### config.mk
export PLATFORM = sky130hd
export DESIGN_NAME = jno_issuer
export DESIGN_NICKNAME = d
export VERILOG_FILES = /design/src/rtl/jno_issuer.sv
export SDC_FILE = /design/constraint.sdc
export NUM_CORES = 1
export LEC_CHECK = 0
export CORE_MARGIN = 2
export CORE_UTILIZATION = 50
export DETAILED_ROUTE_END_ITERATION = 16
export PLACE_DENSITY_LB_ADDON = 0.05
export SYNTH_ARGS = -nofsm -noshare
export SYNTH_HDL_FRONTEND = slang
export SYNTH_SLANG_ARGS = --single-unit
### constraint.sdc
create_clock -name pulses -period 2.3 [get_ports pulses]
set_input_delay 0.69 -clock pulses [delete_from_list [all_inputs] [get_ports pulses]]
set_output_delay 0.69 -clock pulses [all_outputs]
set_load 0.01 [all_outputs]
### src/rtl/jno_issuer.sv
// Instruction sequencer: fetches {op, operand} words, runs INC/DEC on a counter and
// issues JNO requests to the check unit. Define JNO_ISSUER_STEP_EN for single-step PAUSE.
module jno_issuer #(
  parameter int unsigned AW      = 4,
  parameter int unsigned CW      = 4,
  parameter int unsigned TIMEOUT = 8
) (
  input  logic          pulses,
  input  logic          rst,
  input  logic          start,
  output logic [AW-1:0] prog_addr,
  input  logic [AW+1:0] prog_data,
  output logic [1:0]    instruct,
  output logic          sta,
  input  logic          resp_en,
  input  logic          resp_jump,
  output logic [AW-1:0] pc,
  output logic [CW-1:0] count,
  output logic          busy,
  output logic          halted,
  output logic          timeout_err
);

  localparam int unsigned WW = (TIMEOUT > 1) ? $clog2(TIMEOUT) : 1;
  localparam logic [WW-1:0] WAIT_LAST = WW'(TIMEOUT - 1);

  typedef enum logic [2:0] {
    IDLE,
    FETCH,
    WAIT_ROM,
    EXEC,
    WAIT_RESP,
    HALT
`ifdef JNO_ISSUER_STEP_EN
    , PAUSE
`endif
  } state_t;

  typedef enum logic [1:0] {
    OP_INC = 2'b00,
    OP_JNO = 2'b01,
    OP_DEC = 2'b10,
    OP_HLT = 2'b11
  } op_t;

`ifdef JNO_ISSUER_STEP_EN
  localparam state_t NEXT_INSTR = PAUSE;
`else
  localparam state_t NEXT_INSTR = FETCH;
`endif

  state_t        state, state_nxt;
  logic [AW+1:0] ir;
  op_t           ir_op;
  logic [AW-1:0] operand;
  logic          sta_frz;
  logic [WW-1:0] wait_cnt;
  logic          wait_expired;

  assign ir_op        = op_t'(ir[AW+1:AW]);
  assign operand      = ir[AW-1:0];
  assign wait_expired = (wait_cnt == WAIT_LAST);

  always_ff @(posedge pulses) begin
    if (rst) state <= IDLE;
    else     state <= state_nxt;
  end

  always_comb begin
    state_nxt = state;
    case (state)
      IDLE:      if (start) state_nxt = FETCH;
      FETCH:     state_nxt = WAIT_ROM;
      WAIT_ROM:  state_nxt = EXEC;
      EXEC: begin
        case (ir_op)
          OP_HLT:  state_nxt = HALT;
          OP_JNO:  state_nxt = WAIT_RESP;
          default: state_nxt = NEXT_INSTR;
        endcase
      end
      WAIT_RESP: if (resp_en || wait_expired) state_nxt = NEXT_INSTR;
      HALT:      state_nxt = HALT;
`ifdef JNO_ISSUER_STEP_EN
      PAUSE:     if (start) state_nxt = FETCH;
`endif
      default:   state_nxt = IDLE;
    endcase
  end

  always_ff @(posedge pulses) begin
    if (rst) begin
      pc          <= '0;
      count       <= '0;
      prog_addr   <= '0;
      ir          <= '0;
      sta_frz     <= 1'b1;
      wait_cnt    <= '0;
      busy        <= 1'b0;
      halted      <= 1'b0;
      timeout_err <= 1'b0;
    end else begin
      case (state)
        IDLE: begin
          if (start) begin
            pc   <= '0;
            busy <= 1'b1;
          end
        end
        FETCH:    prog_addr <= pc;
        WAIT_ROM: ir <= prog_data;
        EXEC: begin
          case (ir_op)
            OP_INC: begin
              count <= count + CW'(1);
              pc    <= pc + AW'(1);
            end
            OP_DEC: begin
              if (count != '0) count <= count - CW'(1);
              pc <= pc + AW'(1);
            end
            OP_HLT: begin
              halted <= 1'b1;
              busy   <= 1'b0;
            end
            default: begin
              sta_frz  <= (count == '0);
              wait_cnt <= '0;
            end
          endcase
        end
        WAIT_RESP: begin
          // resp_jump is only honoured alongside resp_en
          if (resp_en) begin
            pc <= resp_jump ? operand : pc + AW'(1);
          end else if (wait_expired) begin
            timeout_err <= 1'b1;
            pc          <= pc + AW'(1);
          end else begin
            wait_cnt <= wait_cnt + WW'(1);
          end
        end
        default: ;
      endcase
    end
  end

  always_comb begin
    instruct = 2'b00;
    sta      = (count == '0);
    case (state)
      EXEC:      instruct = ir[AW+1:AW];
      WAIT_RESP: begin
        instruct = ir[AW+1:AW];
        sta      = sta_frz;
      end
      default: ;
    endcase
  end

endmodule

run_1/m1.png
Bar = 20 µm.
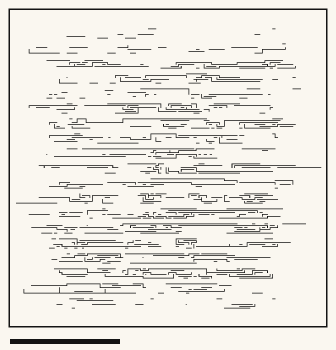
192 nets have wire on it. The longest straight run is 20.7 µm. The layer holds 45% of the routed length. The layer carries 1540 µm of wire. The wires run mostly horizontal.

run_1/m2.png
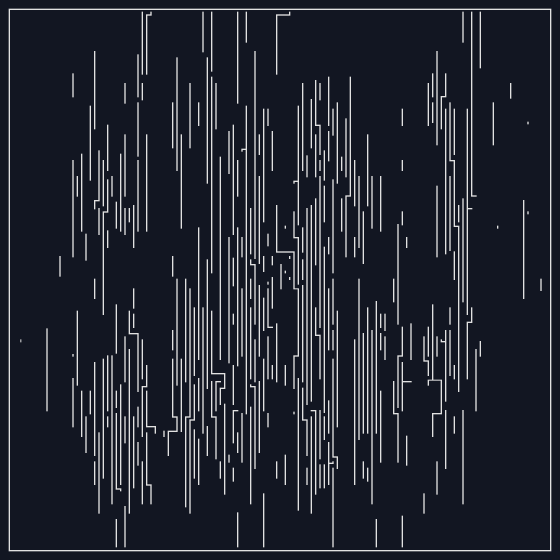
183 nets have wire on it. The wires run mostly vertical. The longest straight run is 32.6 µm.

==> run summary, run 1 <==
Reports from this run.

- Per the final layout report, the fraction of cells sized above drive strength 1 comes to 0.137.
- The hold-fix buffer count after cts is 0.
- The setup TNS reads 0 ps.
- In this run the vertical extent of the chip is 57.3 µm.
- In this run the tools logged warnings totalling 27.
- For reference, the final report shows the hold violation count at 0.
- The flow ran to the end, and the final reports show no timing, DRC or antenna violations.
- The final clock period utilization by the worst path is 0.938.
- The number of antenna violations at the first check in global routing is 0.
- For this run, the detailed router reports a per-instance via density of 5.71.
- Looking at the clock tree report, the root buffer type is sky130_fd_sc_hd__clkbuf_4.
- The tightest slew margin relative to the limit is 0.694.
- The maximum number of pins on one net before global-route repair is 16.
- The wire length of the first global-routing pass reads ~5.6 mm.
- IR analysis of the VDD net gives a maximum drop of around 0.41 mV.
- For flop-to-flop paths, the worst setup slack is 270 ps.
- The signed area change from the synthesized netlist to the final layout is 29.2%.
- The number of nets at floorplan reads 172.
- The reg-to-reg critical path startpoint is ir[5].
- The number of clock buffers added by TritonCTS is 3.
- The critical path is of the reg -> out type.
- In the detailed route, the total length drawn on met2 is approximately 1.8 mm.
- The final layout contains ~210 nets.
- After floorplanning, the core was sized to cover approximately 2700 µm².
- The worst min-delay path category reads reg -> reg.
- The count of pins on the block boundary is 29.
- The post-layout worst setup margin reads 144 ps.
- The synthesized netlist contains between 40 and 50 unique library cells.
- The post-route met1 wirelength reads 1.54 mm.
- The tally of buffers added on design ports is 28.
- The hold-critical path endpoint reads halted.
- According to the floorplan log, the row count is 19.
- The yosys cell count is 155.
- The share of flip-flops with an asynchronous set or reset reads 0.
- Per the detail_route report, routed wire per instance is 15.5 µm.
- The number of design-rule violations left by the first detailed-router iteration is 34.
run_1/m3.png
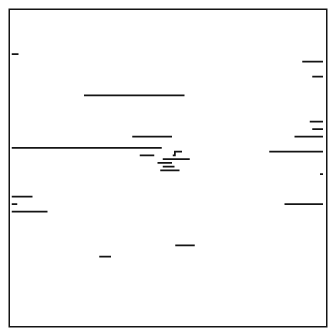
21 nets have wire on it. The layer carries 114 µm of wire. The longest straight run is 26.9 µm. The layer holds 3.3% of the routed length.

run_1/congestion_map.png
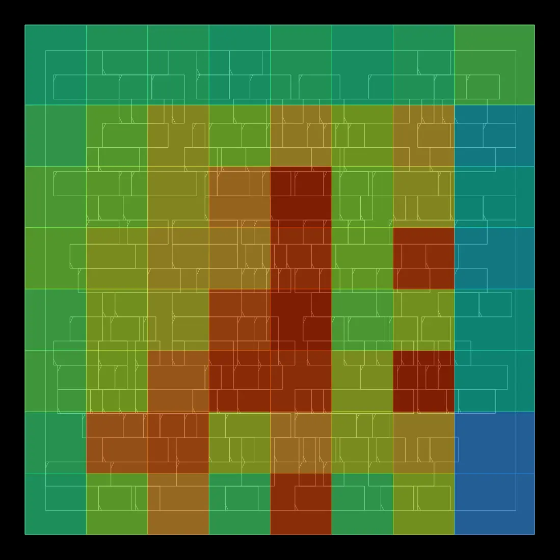
global routing usage summed across all routing layers: 0.220
global routing usage on met2: 0.396
met1 track demand over resource: 0.260
core occupancy in the finished layout: 0.671

-- run 1: worst max-delay path: cells and delay by family (launching register included) --
family	cells	cell delay, ps
and+or+nand+nor	3	630
DFF	1	370
buffers and inverters	1	130
-- run 1: metrics by stage --
stage          instance area (µm²)  hold slack, ps  std cells   util
3_3_place_gp                  1770             451        216  0.648
3_5_place_dp                  1770             463        216  0.648
5_1_grt                       1830             524        221  0.671
4_1_cts                       1810             494        220  0.664
2_1_floorplan                 1420             439        155      -
6_report                      1830             498        221  0.671
-- run 1: sequential cells by signal, indices dropped and copies added (netlist names) --
name	count
ir	6
busy	1
wait_cnt	3
prog_addr	4
timeout_err	1
pc	4
count	4
sta_frz	1
state	3
halted	1
-- run 1: how the worst max path moves through the flow --
stage                        to  depth (start not counted)
CTS                         sta                          4
detailed placement        pc[3]                          5
global route        instruct[0]                          4
global placement          pc[3]                          5
floorplan              count[3]                          7
finish              instruct[0]                          4
-- run 1: power by group --
part           internal, W  switching, W
logic             0.000109      0.000110
registers         0.000509     0.0000224
clock network    0.0000969      0.000149
total             0.000715      0.000281
-- run 1: timing repair --
item                       CTS  global route
setup buffers                0             1
setup endpoints to repair    3             3
gates resized                4            11
pin swaps                    0             1
-- run 1: placed cells by master (no fill, tap or decap), types with 5 or more instances in the layout --
cell type	netlist	routed
sky130_fd_sc_hd__a21oi_1	6	6
sky130_fd_sc_hd__buf_4	1	7
sky130_fd_sc_hd__clkdlybuf4s50_1	0	25
sky130_fd_sc_hd__dfxtp_1	28	24
sky130_fd_sc_hd__ha_1	5	5
sky130_fd_sc_hd__inv_1	9	9
sky130_fd_sc_hd__mux2i_1	12	12
sky130_fd_sc_hd__nand2_1	7	7
sky130_fd_sc_hd__nand3_1	5	5
sky130_fd_sc_hd__nor2_1	24	24
-- run 1: per-layer routing --
metal / up-vias / GRT usage
li1: 626 / -
met5: - / 0
met4: 0 / 0.0963
met2: 33 / 0.396
met1: 601 / 0.260
met3: 2 / 0.0317
-- run 1: cell type report --
class	count	area (µm²)	area share
multi-input cells	112	812	0.443
flip-flops and latches	28	566	0.308
repair buffers	37	348	0.190
well taps	31	38.8	0.0211
clock buffers	4	36.3	0.0198
inverters	9	33.8	0.0184
-- run 1: logic make-up (layout without fill, tap and decap cells) --
family / after synthesis / count (layout) / synth area share
simple gates: 63 / 63 / 0.263
compound gates: 28 / 28 / 0.137
flops: 28 / 28 / 0.395
buf+inv: 15 / 50 / 0.0441
mux: 12 / 12 / 0.0846
fa+ha+maj: 6 / 6 / 0.0582
xor+xnor: 3 / 3 / 0.0185
run_1/port_trees.png
Bar = 20 µm.
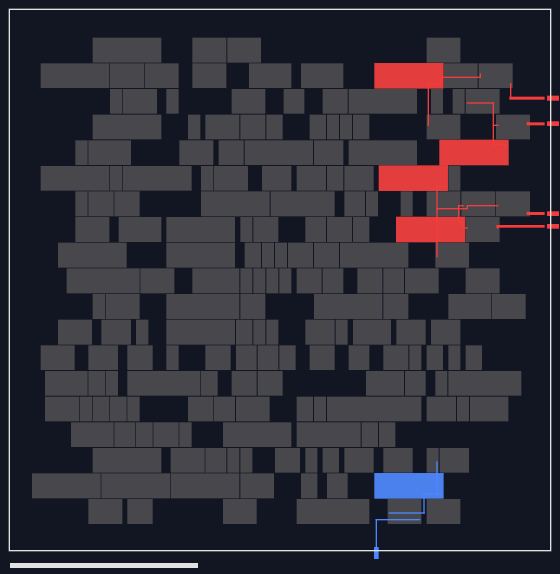

--- run 2 (diff from run 1) ---
Settings changed: PLACE_DENSITY set to 0.88, PLACE_DENSITY_LB_ADDON 0.05 to not set.
run_2/port_trees.png
Bar = 20 µm.
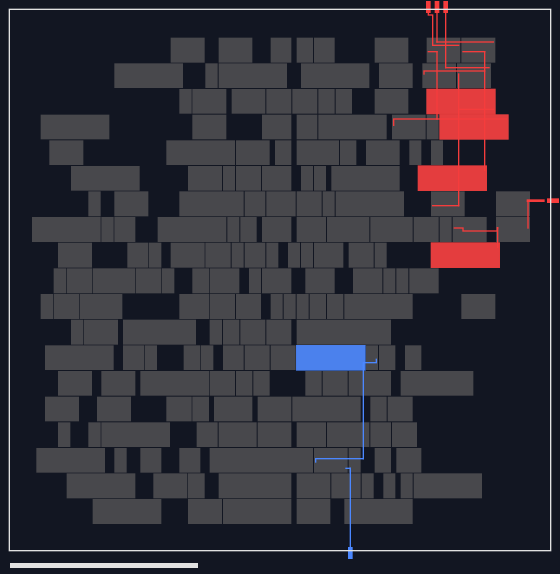
Key: blue = `busy` [bits 1, direction output, end cells 1, buffers 1, wire 26.1 µm]; red = `prog_addr` [bits 4, direction output, end cells 4, buffers 4, wire 101 µm]

==> run 2 against run 1 <==
Compared with the run above:
- hold slack worse by 5.8 ps
- sequential share of layout area is 0.12 points higher
- flip-flop count stayed put
- cell count fell by 0.90%
- core utilization shrank 0.55 points
- via count rose by 1.3%
- largest cell class unchanged
==> run summary, run 2 <==
Reports from this run.

- Result of the run: finished clean (unchanged).
- The leakage power reads 0.687 nW (was 0.694 nW).
- The number of setup buffers added after CTS reads 0 (unchanged).
- The data arrival time at the worst-slack endpoint is 1510 ps (was 1470 ps).
- The minimum setup slack among reg-to-reg paths is 250 ps (was 270 ps).
- The clock network latency to the later pin of the worst-skew pair came to 340 ps (was 330 ps).
- The required time of the critical path came to 1610 ps (about the same).
- The post-layout worst setup margin is 95.8 ps (was 144 ps).
- The number of different library cells in the post-synthesis netlist is 45 (unchanged).
- The share of flip-flops with an asynchronous set or reset reads 0 (unchanged).
- The final count of hold timing violations reads 0 (unchanged).
- The length of routed met3 wiring reads 200 µm (was 114 µm).
- The gate family responsible for the most delay along the worst path reads simple AND/OR/NAND/NOR gates (unchanged).
- The post-route met1 wirelength reads 1.46 mm (was 1.54 mm).
- Largest cells by area after synthesis: sky130_fd_sc_hd__dfxtp_1 39%, sky130_fd_sc_hd__mux2i_1 8.5%, sky130_fd_sc_hd__nor2_1 6.3%, sky130_fd_sc_hd__ha_1 4.4%, sky130_fd_sc_hd__inv_1 2.4% (unchanged).
- The yosys cell count is 155 (unchanged).
- The final tally of max-slew violations is 0 (unchanged).
- The final clock period utilization by the worst path is 0.958 (was 0.938).
- Cell breakdown of the critical path: or3b_4, nand2_1, nand2_1, dlygate4sd2_1 (was or3b_4, nand2_1, and2_1, clkbuf_2).
- The minimum clock period after layout was 2200 ps (was 2160 ps).
- The number of synthesized register bits is 28 (unchanged).
- The transition time of the tightest slew-check pin is 458 ps (was 459 ps).
- The number of cell instances on the worst register-to-register path is 7 (unchanged).
- The cell with the largest stage delay on the worst path is sky130_fd_sc_hd__or3b_4 (unchanged).
- The final setup skew is 14.4 ps (was 12.3 ps).
- The via count reads 1279 (was 1262).
- The filler cell count came to 203 (was 224).
- The via count normalized by instance count was 5.84 (was 5.71).
- The signed area change from the synthesized netlist to the final layout reads 28.1% (was 29.2%).
- The chip height reads 57.3 µm (unchanged).
- The portion of the post-synthesis area used by sequential elements reads 0.395 (unchanged).
- The antenna cell count reads 0 (unchanged).
- The proportion of netlist area held by the largest area contributor is 0.395 (unchanged).
- The number of antenna violations at the first check in global routing is 0 (unchanged).
- The power density over cell area reads 591 nW/µm² (was 543 nW/µm²).
- The top cell type by instance count after synthesis reads sky130_fd_sc_hd__dfxtp_1 (unchanged).
- The number of violations of the max-capacitance limit is 0 (unchanged).
- The wire length after detailed routing is 3.50 mm (was 3.42 mm).
- The area inside the core boundary came to 2730 µm² (unchanged).
- The maximum clock rate is 454 MHz (was 464 MHz).
- The largest vdd supply drop is 0.441 mV (was 0.408 mV).
- The number of design-rule violations left by the first detailed-router iteration was 78 (was 34).
- The overall fraction of global-route tracks in use is 0.225 (was 0.220).
- The commonest non-fill, non-tap cell in the layout is sky130_fd_sc_hd__dfxtp_1 (was sky130_fd_sc_hd__clkdlybuf4s50_1).
- The global placement routability congestion reads 0.798 (was 0.769).
- The net count reported at finish came to 206 (was 208).
- The count of H-tree levels built during CTS was 1 (unchanged).
- The number of nets at floorplan is 172 (unchanged).
- The number of buffers and inverters on the critical path is 1 (unchanged).
- The worst-case clock buffer depth came to 2 (unchanged).
- The number of warnings the tools reported reads 26 (was 27).
- The utilization of the core after routing reads 0.665 (was 0.671).
- The hold-fix buffer count after cts is 0 (unchanged).
- The worst hold path cell count is 2 (unchanged).
- The reg-to-reg critical path startpoint is ir[5] (unchanged).
- The met2 wire length reads 1.76 mm (was 1.75 mm).
- The worst min-delay path category reads reg -> reg (unchanged).
- The mean post-synth cell area is 9.16 µm² (unchanged).
- The terminus of the critical flop-to-flop path is count[3] (unchanged).
- The number of cells after detailed placement is 215 (was 216).
- The post-detailed-route wirelength per cell reads 16.0 µm (was 15.5 µm).
- The number of routed nets with antenna violations is 0 (unchanged).
- The startpoint of the most critical hold path was timeout_err (was halted).
- The total cell area reported by yosys after synthesis came to 1420 µm² (unchanged).
- The category of the critical setup timing path reads reg -> out (unchanged).
- The number of enable-type register cells in the synthesized netlist is 0 (unchanged).
- Commonest cells in the netlist: 28 x sky130_fd_sc_hd__dfxtp_1, 24 x sky130_fd_sc_hd__nor2_1, 12 x sky130_fd_sc_hd__mux2i_1 (unchanged).
- The number of synthesis warnings reads 0 (unchanged).
- The number of standard cells in the layout, taps in and fillers out reads 219 (was 221).
- The die boundary width is 57.3 µm (unchanged).
- The site row count reads 19 (unchanged).
- The setup TNS reads 0 ps (unchanged).
- Most frequently placed logic cells in the final layout: 26 x sky130_fd_sc_hd__dfxtp_1, 25 x sky130_fd_sc_hd__clkdlybuf4s50_1, 24 x sky130_fd_sc_hd__nor2_1, 12 x sky130_fd_sc_hd__mux2i_1, 9 x sky130_fd_sc_hd__inv_1 (was 25 x sky130_fd_sc_hd__clkdlybuf4s50_1, 24 x sky130_fd_sc_hd__nor2_1, 24 x sky130_fd_sc_hd__dfxtp_1, 12 x sky130_fd_sc_hd__mux2i_1, 9 x sky130_fd_sc_hd__inv_1).
- The register with the most flip-flops is ir (unchanged).
- The count of pins on the block boundary reads 29 (unchanged).
- The number of clock sinks seen by CTS is 28 (unchanged).
- The post-synth design cell area is 1420 µm² (unchanged).
- The number of buffers inserted during clock tree synthesis reads 3 (unchanged).
- RSZ-0062 raised after global routing: no (unchanged).
- The hold-critical path endpoint is timeout_err (was halted).
- The tally of buffers added on design ports is 28 (unchanged).
- The wire length of the first global-routing pass reads 5.87 mm (was 5.62 mm).
- The first-pass iteration count of the detailed router reads 5 (was 4).
- The flip-flop count of the largest register, all copies and words added was 6 (unchanged).
- The uppermost layer routed is met4 (unchanged).
- The maximum fanout along the worst path is 4 (unchanged).
- The tightest slew margin relative to the limit reads 0.692 (was 0.694).
- The cell at the root of the clock tree is sky130_fd_sc_hd__clkbuf_4 (unchanged).
- The maximum number of pins on one net before global-route repair came to 20 (was 16).
- The share of cells above drive strength 1 is 0.117 (was 0.137).
[run 2: cell counts after synthesis]
No cell type changed its count.
[run 2: what timing repair did]
item	4_1_cts	5_1_grt
cloned	0	0
gates resized	7	4
setup endpoints to repair	3	2
hold endpoints to repair	0	0
pin swaps	1	0
[run 2: logic make-up (layout without fill, tap and decap cells)]
family | Yosys count | in the layout | share of synthesized area
muxes | 12 | 12 | 0.0846
DFF | 28 | 28 | 0.395
xor gates and xnor gates | 3 | 3 | 0.0185
and+or+nand+nor | 63 | 63 | 0.263
buffers and inverters | 15 | 48 | 0.0441
adders and majority gates | 6 | 6 | 0.0582
AOI/OAI and AO/OA | 28 | 28 | 0.137
[run 2: area by class of cell]
class	count	area, µm²	share of cell area
flip-flops and latches	28	563	0.309
repair buffers	35	325	0.179
well taps	31	38.8	0.0213
multi-input cells	112	806	0.443
clock inverters	1	30.0	0.0165
inverters	9	33.8	0.0186
clock buffers	3	22.5	0.0124
[run 2: layer usage]
layer,up-vias,global-route usage
met5,-,0
met4,0,0.0864
met3,10,0.0363
met2,52,0.392
met1,598,0.279
li1,619,-
[run 2: power by group]
part / internal [W] / switching [W] / total (W)
logic: 0.000104 / 0.000109 / 0.000214
registers: 0.000508 / 0.0000234 / 0.000532
clock network: 0.000176 / 0.000153 / 0.000329
total: 0.000789 / 0.000285 / 0.00107
[run 2: tightest hold or removal path, stage by stage, from the launching register on]
cell,delay (ps)
sky130_fd_sc_hd__dfxtp_1,360
sky130_fd_sc_hd__a31oi_1,40
sky130_fd_sc_hd__nor2_1,70
[run 2: stage by stage]
stage | hold slack (ps) | instance area (µm²)
global route | 534 | 1820
detailed placement | 464 | 1760
global placement | 450 | 1760
CTS | 499 | 1830
floorplan | 439 | 1420
finish | 492 | 1820
[run 2: worst max-delay path by stage]
stage                   to  slack, ps      from  depth (start not counted)
2_1_floorplan     count[3]        450     ir[4]                          7
3_3_place_gp         pc[3]        150   resp_en                          5
3_5_place_dp         pc[3]         90   resp_en                          5
4_1_cts        instruct[0]          6  state[2]                          4
5_1_grt                sta         30  state[2]                          4
6_report               sta        100  state[1]                          4
No activity file was given, so power comes from the tool's default toggle rates.
